===== src/rtl/cpu_trace_pkg.sv =====
// Shared encodings for the CPU trace monitor: run-state values and the default halt opcode.
package cpu_trace_pkg;

    typedef enum logic [1:0] {
        ST_IDLE    = 2'd0,
        ST_RUN     = 2'd1,
        ST_HALTED  = 2'd2,
        ST_TIMEOUT = 2'd3
    } run_state_t;

    localparam logic [5:0] DEF_HALT_OPCODE = 6'b111111;

endpackage


===== src/rtl/cpu_trace_monitor_ring_buf.sv =====
// Trace ring buffer: DEPTH entries of {pc, instruction}, oldest-first combinational read.
module trace_ring_buf #(
    parameter int DEPTH  = 16,
    parameter int WIDTH  = 64
) (
    input  logic                       clk,
    input  logic                       rst,
    input  logic                       clr,
    input  logic                       wr_en,
    input  logic [WIDTH-1:0]           wr_data,
    input  logic [$clog2(DEPTH)-1:0]   rd_idx,
    output logic [WIDTH-1:0]           rd_data,
    output logic [$clog2(DEPTH):0]     count
);

    localparam int PTR_W = $clog2(DEPTH);
    localparam int CNT_W = PTR_W + 1;

    logic [WIDTH-1:0] mem [DEPTH];
    logic [PTR_W-1:0] wr_ptr;
    logic [PTR_W-1:0] rd_ptr;

    always_ff @(posedge clk or posedge rst) begin
        if (rst) begin
            wr_ptr <= '0;
            count  <= '0;
        end else if (clr) begin
            wr_ptr <= '0;
            count  <= '0;
        end else if (wr_en) begin
            wr_ptr <= wr_ptr + PTR_W'(1);
            if (count != CNT_W'(DEPTH))
                count <= count + CNT_W'(1);
        end
    end

    // Storage carries no reset; entries beyond count are masked on read.
    always_ff @(posedge clk) begin
        if (wr_en && !clr)
            mem[wr_ptr] <= wr_data;
    end

    // A full buffer has count[PTR_W-1:0] == 0, so the oldest entry is wr_ptr itself.
    assign rd_ptr  = wr_ptr - count[PTR_W-1:0] + rd_idx;
    assign rd_data = ({1'b0, rd_idx} < count) ? mem[rd_ptr] : '0;

endmodule


===== src/rtl/cpu_trace_monitor.sv =====
// Run-control and trace monitor for the multicycle CPU: counts cycles, retirements and
// write-backs, stops on HALT or cycle timeout, and keeps the last DEPTH retired instructions.
//
//  state      | meaning
//  -----------+-----------------------------------------------
//  ST_IDLE    | waiting for start after reset
//  ST_RUN     | counting and tracing every cycle
//  ST_HALTED  | HALT opcode retired; results frozen
//  ST_TIMEOUT | MAX_CYCLES run cycles elapsed; results frozen
module cpu_trace_monitor
    import cpu_trace_pkg::*;
#(
    parameter int         DATA_W      = 32,
    parameter int         DEPTH       = 16,
    parameter int         CNT_W       = 32,
    parameter int         MAX_CYCLES  = 75,
    parameter logic [5:0] HALT_OPCODE = DEF_HALT_OPCODE
) (
    input  logic                       clk,
    input  logic                       rst,
    input  logic                       start,
    input  logic                       pc_wre,
    input  logic [DATA_W-1:0]          pc,
    input  logic [DATA_W-1:0]          instruction,
    input  logic                       reg_wre,
    input  logic [4:0]                 wb_reg,
    input  logic [$clog2(DEPTH)-1:0]   trace_rd_idx,
    output logic [DATA_W-1:0]          trace_rd_pc,
    output logic [DATA_W-1:0]          trace_rd_instr,
    output logic [$clog2(DEPTH):0]     trace_count,
    output logic [CNT_W-1:0]           cycle_count,
    output logic [CNT_W-1:0]           instr_count,
    output logic [CNT_W-1:0]           wb_count,
    output logic [1:0]                 state,
    output logic                       done
);

    localparam int TMR_W = $clog2(MAX_CYCLES + 1);

    run_state_t          state_q, state_d;
    logic [TMR_W-1:0]    tmr;
    logic                clr;
    logic                in_run;
    logic                halt_hit;
    logic                wb_hit;
    logic [2*DATA_W-1:0] rd_data;

    assign halt_hit = pc_wre && (instruction[31:26] == HALT_OPCODE);
    assign wb_hit   = reg_wre && (wb_reg != 5'd0);

    always_comb begin
        state_d = state_q;
        clr     = 1'b0;
        in_run  = 1'b0;
        case (state_q)
            ST_RUN: begin
                in_run = 1'b1;
                if (halt_hit)
                    state_d = ST_HALTED;
                else if (tmr == '0)
                    state_d = ST_TIMEOUT;
            end
            default: begin
                if (start) begin
                    clr     = 1'b1;
                    state_d = ST_RUN;
                end
            end
        endcase
    end

    // tmr is a down-counter of remaining RUN cycles; zero marks the timeout edge.
    always_ff @(posedge clk or posedge rst) begin
        if (rst) begin
            state_q     <= ST_IDLE;
            tmr         <= '0;
            cycle_count <= '0;
            instr_count <= '0;
            wb_count    <= '0;
        end else begin
            state_q <= state_d;
            if (clr) begin
                tmr         <= TMR_W'(MAX_CYCLES - 1);
                cycle_count <= '0;
                instr_count <= '0;
                wb_count    <= '0;
            end else if (in_run) begin
                cycle_count <= cycle_count + CNT_W'(1);
                if (tmr != '0)
                    tmr <= tmr - TMR_W'(1);
                if (pc_wre)
                    instr_count <= instr_count + CNT_W'(1);
                if (wb_hit)
                    wb_count <= wb_count + CNT_W'(1);
            end
        end
    end

    trace_ring_buf #(
        .DEPTH (DEPTH),
        .WIDTH (2*DATA_W)
    ) u_ring (
        .clk     (clk),
        .rst     (rst),
        .clr     (clr),
        .wr_en   (in_run && pc_wre),
        .wr_data ({pc, instruction}),
        .rd_idx  (trace_rd_idx),
        .rd_data (rd_data),
        .count   (trace_count)
    );

    assign trace_rd_pc    = rd_data[2*DATA_W-1:DATA_W];
    assign trace_rd_instr = rd_data[DATA_W-1:0];
    assign state          = state_q;
    assign done           = (state_q == ST_HALTED) || (state_q == ST_TIMEOUT);

endmodule


===== config.mk =====
export PLATFORM = sky130hd
export DESIGN_NAME = cpu_trace_monitor
export DESIGN_NICKNAME = d
export VERILOG_FILES = /design/src/rtl/cpu_trace_pkg.sv /design/src/rtl/cpu_trace_monitor_ring_buf.sv /design/src/rtl/cpu_trace_monitor.sv
export SDC_FILE = /design/constraint.sdc
export NUM_CORES = 1
export LEC_CHECK = 0
export CAP_MARGIN = 20
export CORE_MARGIN = 2
export CORE_UTILIZATION = 48
export CTS_BUF_LIST = sky130_fd_sc_hd__clkbuf_4
export CTS_CLUSTER_SIZE = 10
export DETAILED_ROUTE_END_ITERATION = 10
export PLACE_DENSITY = 0.66
export SYNTH_ARGS = -nofsm -noshare
export SYNTH_HDL_FRONTEND = slang
export SYNTH_SLANG_ARGS = --single-unit

===== constraint.sdc =====
create_clock -name clk -period 4.12 [get_ports clk]
set_input_delay 0.824 -clock clk [delete_from_list [all_inputs] [get_ports clk]]
set_output_delay 0.824 -clock clk [all_outputs]
set_load 0.05 [all_outputs]

**Run 1: signal wires on met2**

Drawn at 1 px/um.
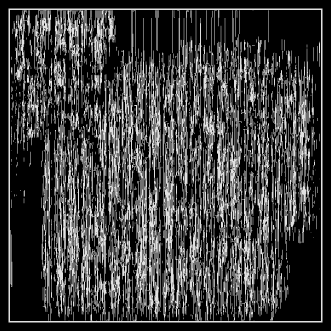
main direction: vertical
share of all routed wire: 51%
wire length on this layer: 59.1 mm
longest straight run: 105 um
global-route met2 utilization: 39.4%
via count: 26290
Routed WL: 116000 um

**Run 1: layout detail**

Region (143, 143) to (168, 168) um. Cells in gray, sequential cells in the stronger gray; small squares are vias.
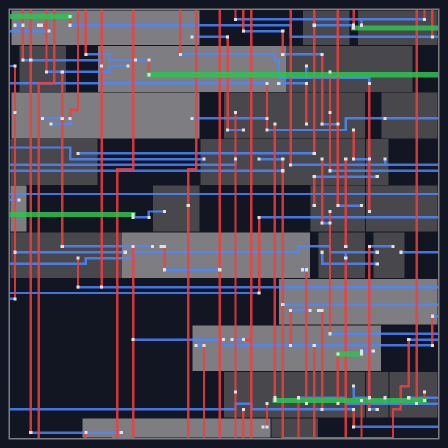
[blue] metal 1
[red] metal 2
[green] metal 3
netlist names of flops here include: u_ring.mem (6)
sequential cells in the window: 6
cells with their middle in the window: 24
most frequent: edfxtp_1 (6), buf_12 (5), clkbuf_4 (3)

==> flow_summary.yaml, run 1 <==
# yosys + openroad results
clocking:
  cts_sinks: 1138
  clock_latency_ns: 1.15
  numCtsBuffers: 311
  ctsHtreeMaxLevel: 5
  cts_root_buf: "clkbuf_4"
final_timing:
  setup_viol: 64
  slew_headroom_pct: 45.0
  max_slew.worst_pin.slew_ns: 0.825
  rsz0062_at_grt: "true"
  finalHoldViolations: 0
  fin_tns_setup_ns: -57.39
  setup_slack_ns: -0.996
  min_period_ns: 5.12
die:
  io_pins: 246
  fp_util_pct: 48.5
  dieWidth_um: 311
critical_path:
  critPathMostFrequentCell: "buf_12"
  worstPathMaxFanout: 9
  slowest_stage: "fa_4"
  worstSetupEndpointType: "output pin"
  setup.worst_path.end: "trace_rd_instr[7]"
  crit_path_start: "u_ring.wr_ptr[1]"
  start_kind: "flip-flop"
run_status:
  status: "complete, but fails checks"
  violations: "setup timing"
finish:
  mostFrequentLayoutCell: "edfxtp_1"
  layout-drive-gt1-share_pct: 40.8
detailed_routing:
  drtIter0Drc: 2387
  top_layer: "met5"
  drc: 0
  ant_nets: 0
synthesis:
  flop_cell: "edfxtp_1"
  synth.area.top_cells: "edfxtp_1, mux4_2, dfrtp_1, nand2_1, a21oi_1"
  synth_cell_types: 58
  synth-async-reset-ratio_pct: 10.0
  top_cells_by_count: "edfxtp_1, nand2_1, mux4_2, a21oi_1, dfrtp_1"
  synth.top_cell.area_share_pct: 67.9
  ys_cells: 2467
  synth-simple-area-share_pct: 5.58
  avgSynthCellArea_sq_um: 18.3
  yosysMostFrequentCell: "edfxtp_1"
  fa_ha_area_share_pct: 0.630
  ys_sh_aoi_pct: 3.69
run:
  warnings: 35
placement:
  place_area_sq_mm: 0.0528
min_path:
  worstHoldPathType: "in2async"
global_routing:
  grt_usage_pct: 24.1
  overflow: 0
**Run 1: sizing map**

Drawn at 1.5 px/um.
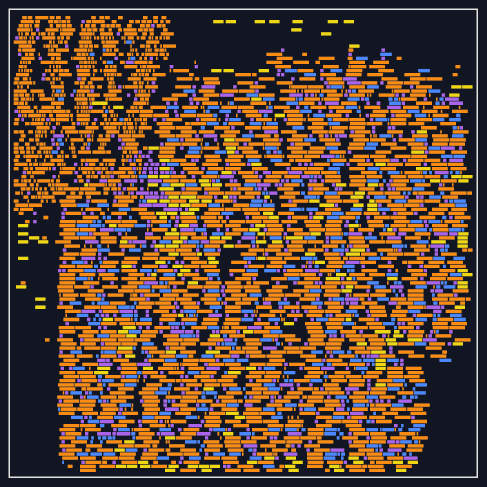
[blue] _2 cells | cells: 484 | most used: mux4_2
[yellow] _6 and larger | cells: 196 | most used: buf_12
[purple] _3 and _4 cells | cells: 661 | most used: clkbuf_4
[orange] _0 and _1 cells | cells: 1948 | most used: edfxtp_1

[run 1: layout make-up]
type	instances	area [sq um]	share of cell area, %
tap	1254	1570	2.69
sequential	1138	33600	57.5
clock inverter	35	223	0.381
inverter	23	93.8	0.161
multi-input combinational	1177	13200	22.5
antenna	6	15.0	0.0257
clock buffer	445	3340	5.72
timing repair buffer	471	6400	11.0
[run 1: metal layers]
layer / vias to the layer above / GRT usage (%)
li1: 11312 / -
met3: 190 / 5.35
met2: 1011 / 39.4
met1: 13761 / 32.2
met5: - / 0
met4: 16 / 7.98
[run 1: registers in the layout (all words and copies together), names as in the netlist]
signal         flops
u_ring.count       5
wb_count          32
u_ring.wr_ptr      4
cycle_count       32
state              2
u_ring.mem      1024
tmr                7
instr_count       32
[run 1: how the worst min path moves through the flow]
stage                    startpoint               to  slack (ns)
floorplan                    tmr[6]           tmr[6]        0.48
global placement    cycle_count[31]  cycle_count[31]        0.47
detailed placement  cycle_count[31]  cycle_count[31]        0.48
CTS                             rst  cycle_count[13]        0.13
global route                    rst  cycle_count[11]        0.23
finish                          rst  cycle_count[16]        0.23
[run 1: critical path, delay by kind of cell (launching register included)]
family	cells	cell delay (ns)
buf+inv	7	0.89
fa+ha+maj	2	1.29
flops	1	0.38
simple gates	1	0.10
mux	1	0.28
compound gates	2	0.26
[run 1: timing repair]
item | CTS | global route
cloned | 14 | 7
pin swaps | 60 | 76
setup endpoints to repair | 64 | 64
buffers inserted | 26 | 22
gates resized | 185 | 123
==> run 2, diff against run 1 <==
SLEW_MARGIN = 5   (was not set)
**Run 2: layout detail**

Region (143, 143) to (168, 168) um. Cells in gray, sequential cells in the stronger gray; small squares are vias.
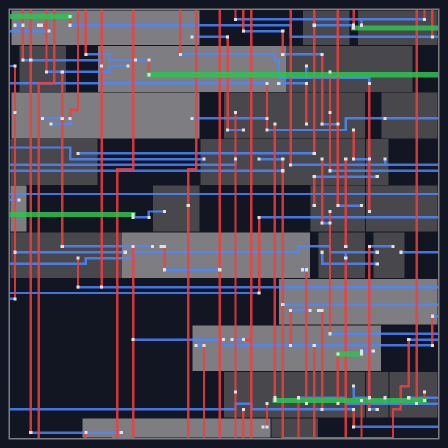
[blue] metal 1
[red] metal 2
[green] metal 3
sequential cells in the window: 6
most frequent: edfxtp_1 (6), buf_12 (5), clkbuf_4 (3)
netlist names of flops here include: u_ring.mem (6)
cells with their middle in the window: 24

**Run 2: sizing map**

Drawn at 1.5 px/um.
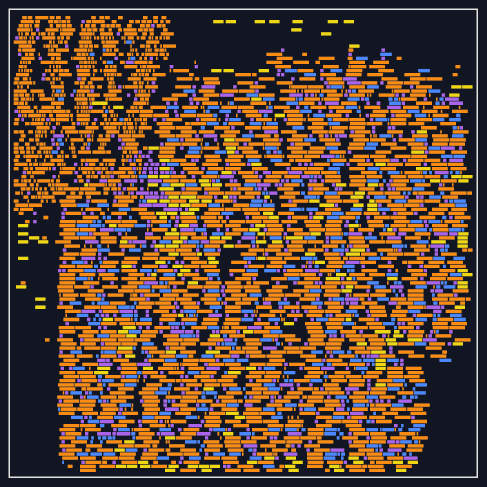
[blue] _2 cells | cells: 484 | most used: mux4_2
[yellow] _6 and larger | cells: 196 | most used: buf_12
[purple] _3 and _4 cells | cells: 661 | most used: clkbuf_4
[orange] _0 and _1 cells | cells: 1948 | most used: edfxtp_1

**Run 2: signal wires on met2**

Drawn at 1 px/um.
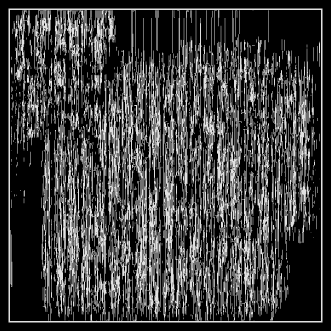
share of all routed wire: 51%
main direction: vertical
wire length on this layer: 59.1 mm
longest straight run: 105 um

==> run 2 against run 1 <==
  * The run still ends with setup timing left
  * Utilization stayed put
  * Wire length stayed put
  * Count of clock-buffer cells in the layout stayed put
  * Critical path type unchanged
  * Area after synthesis stayed put
  * Final cell count stayed put
  * First-iteration DRC count stayed put
  * Cell area stayed put
  * Sequential share of layout area stayed put
==> flow_summary.yaml, run 2 <==
# yosys + openroad results
clocking:
  cts_sinks: 1138
  numCtsBuffers: 311
critical_path:
  crit_cells: 13
  worstPathMaxFanout: 9
  critPathMostFrequentCell: "buf_12"
  slowest_stage: "fa_4"
finish:
  top_register: "u_ring.mem"
  nonClkBufAreaFrac_pct: 11.0
  mostFrequentLayoutCell: "edfxtp_1"
die:
  dieWidth_um: 311
  fp_util_pct: 48.5
  taps: 1254
final_timing:
  setup_slack_ns: -0.996
  max_slew.worst_pin.slew_ns: 0.825
  min_period_ns: 5.12
  setup_viol: 64
synthesis:
  avgSynthCellArea_sq_um: 18.3
  synth-async-reset-ratio_pct: 10.0
  ys_cells: 2467
  synth.top_cell.area_share_pct: 67.9
run_status:
  violations: "setup timing"
  status: "complete, but fails checks"
detailed_routing:
  ant_nets: 0
  drc: 0
min_path:
  worstHoldPathType: "in2async"
-- run 2: worst register-to-register path, stage by stage, from the launching register on --
cell     delay (ns)
dfrtp_1        0.49
nor2b_1        0.36
and2_1         0.43
and3_1         0.29
and2_4         0.51
buf_4          0.38
-- run 2: routing by layer --
layer | up-vias | wire length (um) | global-route usage, %
met1 | 13761 | 46900 | 32.2
met3 | 190 | 7920 | 5.35
met2 | 1011 | 59100 | 39.4
met4 | 16 | 2340 | 7.98
met5 | - | 111 | 0
li1 | 11312 | - | -
-- run 2: how the worst min path moves through the flow --
stage	endpoint	slack [ns]	cells past startpoint
4_1_cts	cycle_count[13]	0.13	2
5_1_grt	cycle_count[11]	0.23	2
2_1_floorplan	tmr[6]	0.48	2
3_3_place_gp	cycle_count[31]	0.47	1
3_5_place_dp	cycle_count[31]	0.48	1
6_report	cycle_count[16]	0.23	2
-- run 2: repair_timing --
action                     4_1_cts  5_1_grt
buffers inserted                26       22
setup endpoints to repair       64       64
pin swaps                       60       76
gates cloned                    14        7
resized                        185      123
-- run 2: logic make-up (layout without fill, tap and decap cells) --
kind of cell | after synthesis | in the layout | synth area share (%)
other | 0 | 6 | 0
adders and majority gates | 21 | 21 | 0.630
muxes | 273 | 273 | 13.1
AOI/OAI and AO/OA | 261 | 261 | 3.69
DFF | 1138 | 1138 | 74.2
and+or+nand+nor | 558 | 558 | 5.58
xor gates and xnor gates | 64 | 64 | 1.29
buffers and inverters | 152 | 974 | 1.45
